### src/rtl/mips_cpu_bus_pkg.sv
// Shared definitions for the MIPS core bus master.
//   state_t              : bus master FSM states
//   ERR_NONE/MISALIGN/TIMEOUT : err_code encodings
//   RESET_VECTOR_DEFAULT : address shown on the idle bus
package mips_cpu_bus_pkg;

  typedef enum logic [1:0] {
    IDLE   = 2'd0,
    ACCESS = 2'd1,
    DONE   = 2'd2
  } state_t;

  localparam logic [1:0] ERR_NONE     = 2'b00;
  localparam logic [1:0] ERR_MISALIGN = 2'b01;
  localparam logic [1:0] ERR_TIMEOUT  = 2'b10;

  localparam logic [31:0] RESET_VECTOR_DEFAULT = 32'hBFC0_0000;

endpackage

### src/rtl/mips_cpu_bus_align_chk.sv
// Combinational alignment / byte-enable legality check.
//   addr_lo : byte address bits [1:0]
//   be      : byte enables (fetches are checked as 4'b1111)
//   ok      : 1 when the access is a legal, naturally aligned pattern
// Legal patterns: full word at offset 0, half word at an even offset,
// any single lane. Everything else (including 4'b0000) is rejected.
module mips_cpu_bus_align_chk (
  input  logic [1:0] addr_lo,
  input  logic [3:0] be,
  output logic       ok
);

  always_comb begin
    ok = 1'b0;
    case (be)
      4'b1111:                            ok = (addr_lo == 2'b00);
      4'b0011, 4'b1100:                   ok = ~addr_lo[0];
      4'b0001, 4'b0010, 4'b0100, 4'b1000: ok = 1'b1;
      default:                            ok = 1'b0;
    endcase
  end

endmodule

### src/rtl/mips_cpu_bus_master.sv
// Avalon-MM master joining the MIPS fetch and data ports onto one bus.
//   clk, rst_n                      : clock, async active-low reset
//   if_req/if_addr/if_rdata/if_done : fetch request port
//   d_req/d_we/d_addr/d_wdata/d_be  : data request port
//   d_rdata/d_done                  : data completion
//   err/err_code                    : sticky first-error report
//   address/read/write/byteenable/writedata/waitrequest/readdata : Avalon
//
// state  | meaning
// -------+---------------------------------------------------------
// IDLE   | bus idle, sample requests (data beats fetch)
// ACCESS | bus cycle in flight, held while waitrequest=1
// DONE   | one-cycle done pulse, requests not sampled
module mips_cpu_bus_master
  import mips_cpu_bus_pkg::*;
#(
  parameter int unsigned TIMEOUT_CYCLES = 256,
  parameter logic [31:0] RESET_VECTOR   = RESET_VECTOR_DEFAULT
) (
  input  logic        clk,
  input  logic        rst_n,
  input  logic        if_req,
  input  logic [31:0] if_addr,
  output logic [31:0] if_rdata,
  output logic        if_done,
  input  logic        d_req,
  input  logic        d_we,
  input  logic [31:0] d_addr,
  input  logic [31:0] d_wdata,
  input  logic [3:0]  d_be,
  output logic [31:0] d_rdata,
  output logic        d_done,
  output logic        err,
  output logic [1:0]  err_code,
  output logic [31:0] address,
  output logic        read,
  output logic        write,
  output logic [3:0]  byteenable,
  output logic [31:0] writedata,
  input  logic        waitrequest,
  input  logic [31:0] readdata
);

  localparam logic [15:0] WD_LAST = 16'(TIMEOUT_CYCLES - 1);

  // Assertion passes straight through; release waits two clock edges.
  logic [1:0] rst_sync;
  logic       rst_int_n;

  always_ff @(posedge clk or negedge rst_n) begin
    if (!rst_n) rst_sync <= 2'b00;
    else        rst_sync <= {rst_sync[0], 1'b1};
  end

  assign rst_int_n = rst_sync[1];

  state_t      state, state_nxt;
  logic [15:0] wdog, wdog_nxt;
  logic        lat_data, lat_data_nxt;
  logic        lat_we, lat_we_nxt;
  logic [31:0] address_nxt, writedata_nxt, if_rdata_nxt, d_rdata_nxt;
  logic        read_nxt, write_nxt, if_done_nxt, d_done_nxt, err_nxt;
  logic [3:0]  byteenable_nxt;
  logic [1:0]  err_code_nxt;

  // Request selection at latch time: data has fixed priority.
  logic [31:0] req_addr;
  logic [3:0]  req_be;
  logic        req_write;
  logic        align_ok;

  assign req_addr  = d_req ? d_addr : if_addr;
  assign req_be    = d_req ? d_be : 4'b1111;
  assign req_write = d_req & d_we;

  mips_cpu_bus_align_chk u_align_chk (
    .addr_lo (req_addr[1:0]),
    .be      (req_be),
    .ok      (align_ok)
  );

  always_ff @(posedge clk or negedge rst_int_n) begin
    if (!rst_int_n) begin
      state      <= IDLE;
      wdog       <= '0;
      lat_data   <= 1'b0;
      lat_we     <= 1'b0;
      address    <= RESET_VECTOR;
      read       <= 1'b0;
      write      <= 1'b0;
      byteenable <= '0;
      writedata  <= '0;
      if_rdata   <= '0;
      d_rdata    <= '0;
      if_done    <= 1'b0;
      d_done     <= 1'b0;
      err        <= 1'b0;
      err_code   <= ERR_NONE;
    end else begin
      state      <= state_nxt;
      wdog       <= wdog_nxt;
      lat_data   <= lat_data_nxt;
      lat_we     <= lat_we_nxt;
      address    <= address_nxt;
      read       <= read_nxt;
      write      <= write_nxt;
      byteenable <= byteenable_nxt;
      writedata  <= writedata_nxt;
      if_rdata   <= if_rdata_nxt;
      d_rdata    <= d_rdata_nxt;
      if_done    <= if_done_nxt;
      d_done     <= d_done_nxt;
      err        <= err_nxt;
      err_code   <= err_code_nxt;
    end
  end

  always_comb begin
    state_nxt      = state;
    wdog_nxt       = wdog;
    lat_data_nxt   = lat_data;
    lat_we_nxt     = lat_we;
    address_nxt    = address;
    read_nxt       = read;
    write_nxt      = write;
    byteenable_nxt = byteenable;
    writedata_nxt  = writedata;
    if_rdata_nxt   = if_rdata;
    d_rdata_nxt    = d_rdata;
    if_done_nxt    = 1'b0;
    d_done_nxt     = 1'b0;
    err_nxt        = err;
    err_code_nxt   = err_code;

    case (state)
      IDLE: begin
        if (d_req || if_req) begin
          lat_data_nxt = d_req;
          lat_we_nxt   = req_write;
          if (!align_ok) begin
            // Rejected without touching the bus; report straight away.
            state_nxt = DONE;
            if (d_req) begin
              d_done_nxt  = 1'b1;
              d_rdata_nxt = '0;
            end else begin
              if_done_nxt  = 1'b1;
              if_rdata_nxt = '0;
            end
            err_nxt = 1'b1;
            if (err_code == ERR_NONE) err_code_nxt = ERR_MISALIGN;
          end else begin
            state_nxt      = ACCESS;
            address_nxt    = {req_addr[31:2], 2'b00};
            read_nxt       = ~req_write;
            write_nxt      = req_write;
            byteenable_nxt = req_be;
            writedata_nxt  = req_write ? d_wdata : 32'h0;
          end
        end
      end

      ACCESS: begin
        if (waitrequest && (wdog != WD_LAST)) begin
          wdog_nxt = wdog + 16'd1;
        end else begin
          // Either the slave accepted, or the watchdog expired on this
          // last stalled cycle; both release the bus and signal done.
          state_nxt      = DONE;
          read_nxt       = 1'b0;
          write_nxt      = 1'b0;
          byteenable_nxt = '0;
          writedata_nxt  = '0;
          address_nxt    = RESET_VECTOR;
          if (lat_data) begin
            d_done_nxt  = 1'b1;
            d_rdata_nxt = (waitrequest || lat_we) ? 32'h0 : readdata;
          end else begin
            if_done_nxt  = 1'b1;
            if_rdata_nxt = waitrequest ? 32'h0 : readdata;
          end
          if (waitrequest) begin
            err_nxt = 1'b1;
            if (err_code == ERR_NONE) err_code_nxt = ERR_TIMEOUT;
          end
        end
      end

      DONE: begin
        wdog_nxt  = '0;
        state_nxt = IDLE;
      end

      default: begin
        wdog_nxt  = '0;
        state_nxt = IDLE;
      end
    endcase
  end

endmodule

### config.mk
export PLATFORM = sky130hd
export DESIGN_NAME = mips_cpu_bus_master
export DESIGN_NICKNAME = d
export VERILOG_FILES = /design/src/rtl/mips_cpu_bus_pkg.sv /design/src/rtl/mips_cpu_bus_align_chk.sv /design/src/rtl/mips_cpu_bus_master.sv
export SDC_FILE = /design/constraint.sdc
export NUM_CORES = 1
export LEC_CHECK = 0
export CORE_MARGIN = 2
export CORE_UTILIZATION = 44
export CTS_BUF_LIST = sky130_fd_sc_hd__clkbuf_4 sky130_fd_sc_hd__clkbuf_8
export DETAILED_ROUTE_END_ITERATION = 12
export PLACE_DENSITY_LB_ADDON = 0.25
export SETUP_SLACK_MARGIN = 0.02
export SYNTH_ARGS = -nofsm -noshare
export SYNTH_HDL_FRONTEND = slang
export SYNTH_HIERARCHICAL = 1
export SYNTH_SLANG_ARGS = --single-unit
### constraint.sdc
create_clock -name clk -period 6 [get_ports clk]
set_input_delay 1.5 -clock clk [delete_from_list [all_inputs] [get_ports clk]]
set_output_delay 1.5 -clock clk [all_outputs]
set_load 0.05 [all_outputs]
==> summary.txt <==
flow finished, numbers: outcome=complete, no violations, Dominant Register Cell=dfrtp_1, min-delay src=rst_sync[0], Final ANT Viol Nets=0, synthesis area per yosys=6510 um2, yosys warns=6, drt initial violations=369, overall routed net length=18.9 mm, Leak=4.33 nW, Hold Buf Count CTS=0, vias in the first global route=5730, CP Max Fanout=33, OpenROAD warnings=26, WS Path Type=primary input to flip-flop, DR pass1 iterations=7, Die Ht=126 um, FP Rows=44, most numerous logic cell after layout=clkdlybuf4s50_1, combinational power=1.77 mW, clock root cell=clkbuf_8, worst vdd ir=0.335 mV, Multiplexer share=0.0547, Top Ports=277, drt drc=0, CTS Buffer Depth=2, hold endpoint=rst_sync[1], top-count cell post-synth=dfrtp_1, Buf/Inv on CP=2, Peak Freq=0.249 GHz, HP Class=flip-flop to flip-flop, logic gate share of total power=0.435, Compound Share, Synth=0.213, crit-path max cell delay=0.77 ns, post-layout util=0.678, worst reg-to-reg path cell count=4, DP Cell Count=956, fin crit share=0.668, first-pass GRT wire length=30.1 mm, # resized after CTS=0, Switch Pwr=1.73 mW, synth unique cells=46, H-Tree Depth=4, FFs w/ async S/R, synth=1.00, Synth area leader=dfrtp_1, Mapped Area=6510 um2, xor/xnor share=0, Cell area leaders=dfrtp_1 (58%), a22o_1 (13%), mux2i_1 (4.6%), Slew headroom=0.347, CTS tree=built, Least-Margin Pin Slew=0.980 ns, Vias/cell=5.60, synthesized area per cell=12.2 um2, area grow syn2layout=50.8%, Startpoint Class=primary input, initial antenna violation count=0, Flop pwr share=0.368, CP required=6.38 ns, total setup buffers inserted after CTS=0, Worst Hold Depth=0, unrepaired setup endpoints after global routing=false, EDFF count, synth=0, CP startpoint=if_addr[0], final slew viol count=0, Finished Cell Area=9820 um2, RD Place Congestion=0.848, total power draw=4.07 mW, Worst path slowest cell=and3b_1, reg2reg start=wdog[12], DP Area=9420 um2, Final Non-Filler Cells=988, Tmin final=4.01 ns, RR Endpoint=address[5], AND/OR/NAND/NOR Cells, Area Fraction=0.0851, top post-synthesis cells by count=dfrtp_1 (150), a22o_1 (97), clkbuf_1 (38), nand2_1 (35), mux2i_1 (30), number of port buffers=274, Synth Area in Adders=0.00192, HPWL Detailed=13.2 mm
-- area by class of cell --
class / instances / area (um2)
Multi-Input combinational cell: 322 / 2360
Sequential cell: 159 / 3990
Fill cell: 1060 / 4660
Inverter: 7 / 26.3
Tap cell: 184 / 230
Clock buffer: 18 / 248
Timing Repair Buffer: 284 / 2810
Clock inverter: 14 / 154
-- kinds of logic after synthesis --
family,Yosys count
AOI/OAI and AO/OA,176
DFF,159
and+or+nand+nor,107
buffers and inverters,52
muxes,35
other,2
adders and majority gates,1
-- per-layer routing --
metal | vias up | share of wire | GRT usage
li1 | 2522 | - | -
met1 | 2766 | 0.40 | 0.296
met2 | 209 | 0.50 | 0.397
met3 | 35 | 0.073 | 0.0782
met4 | 0 | 0.025 | 0.0948
met5 | - | 0 | 0
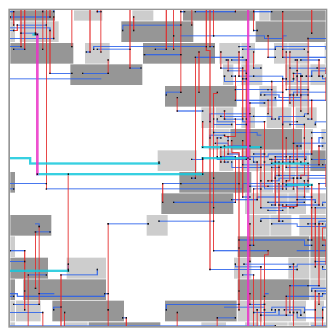
Fig. 1. Close-up of the layout.
Window x 43 to 83, y 43 to 83 um. Cells in gray, sequential cells in the stronger gray; small squares are vias.
| layer | color |
|---|---|
| metal 2 | red |
| metal 1 | blue |
| metal 4 | magenta |
| metal 3 | cyan |
most frequent: dfrtp_1 (18), or4_1 (6)
sequential cells in the window: 19
netlist names of flops here include: wdog (7), d_rdata (3), address (2)
cells with their middle in the window: 68

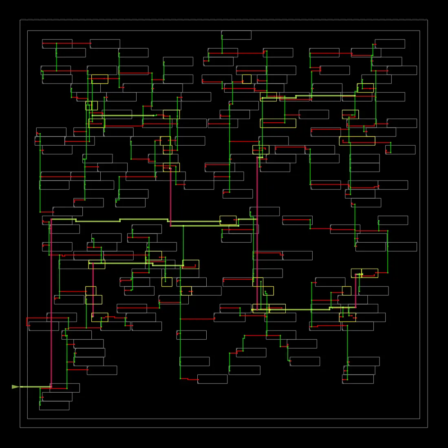
Fig. 2. Clock nets.
CTS buffer count: 17
registers: 159
number of clock buffers in the layout: 18
clk pwr: 802 uW
clk sinks: 159

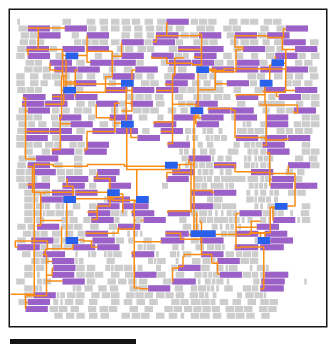
Fig. 3. Clock network drawn from the DEF.
Scale bar: 50 um.
[clock wires] orange | length: 1820 um
[flip-flops] purple | count: 159
[clock drivers] blue | count: 17
routed clock nets: 18
clock skew: 0.0122 ns
Clock Latency Late Sink: 0.45 ns
clock share of power: 0.197

No activity file was given, so power comes from the tool's default toggle rates.
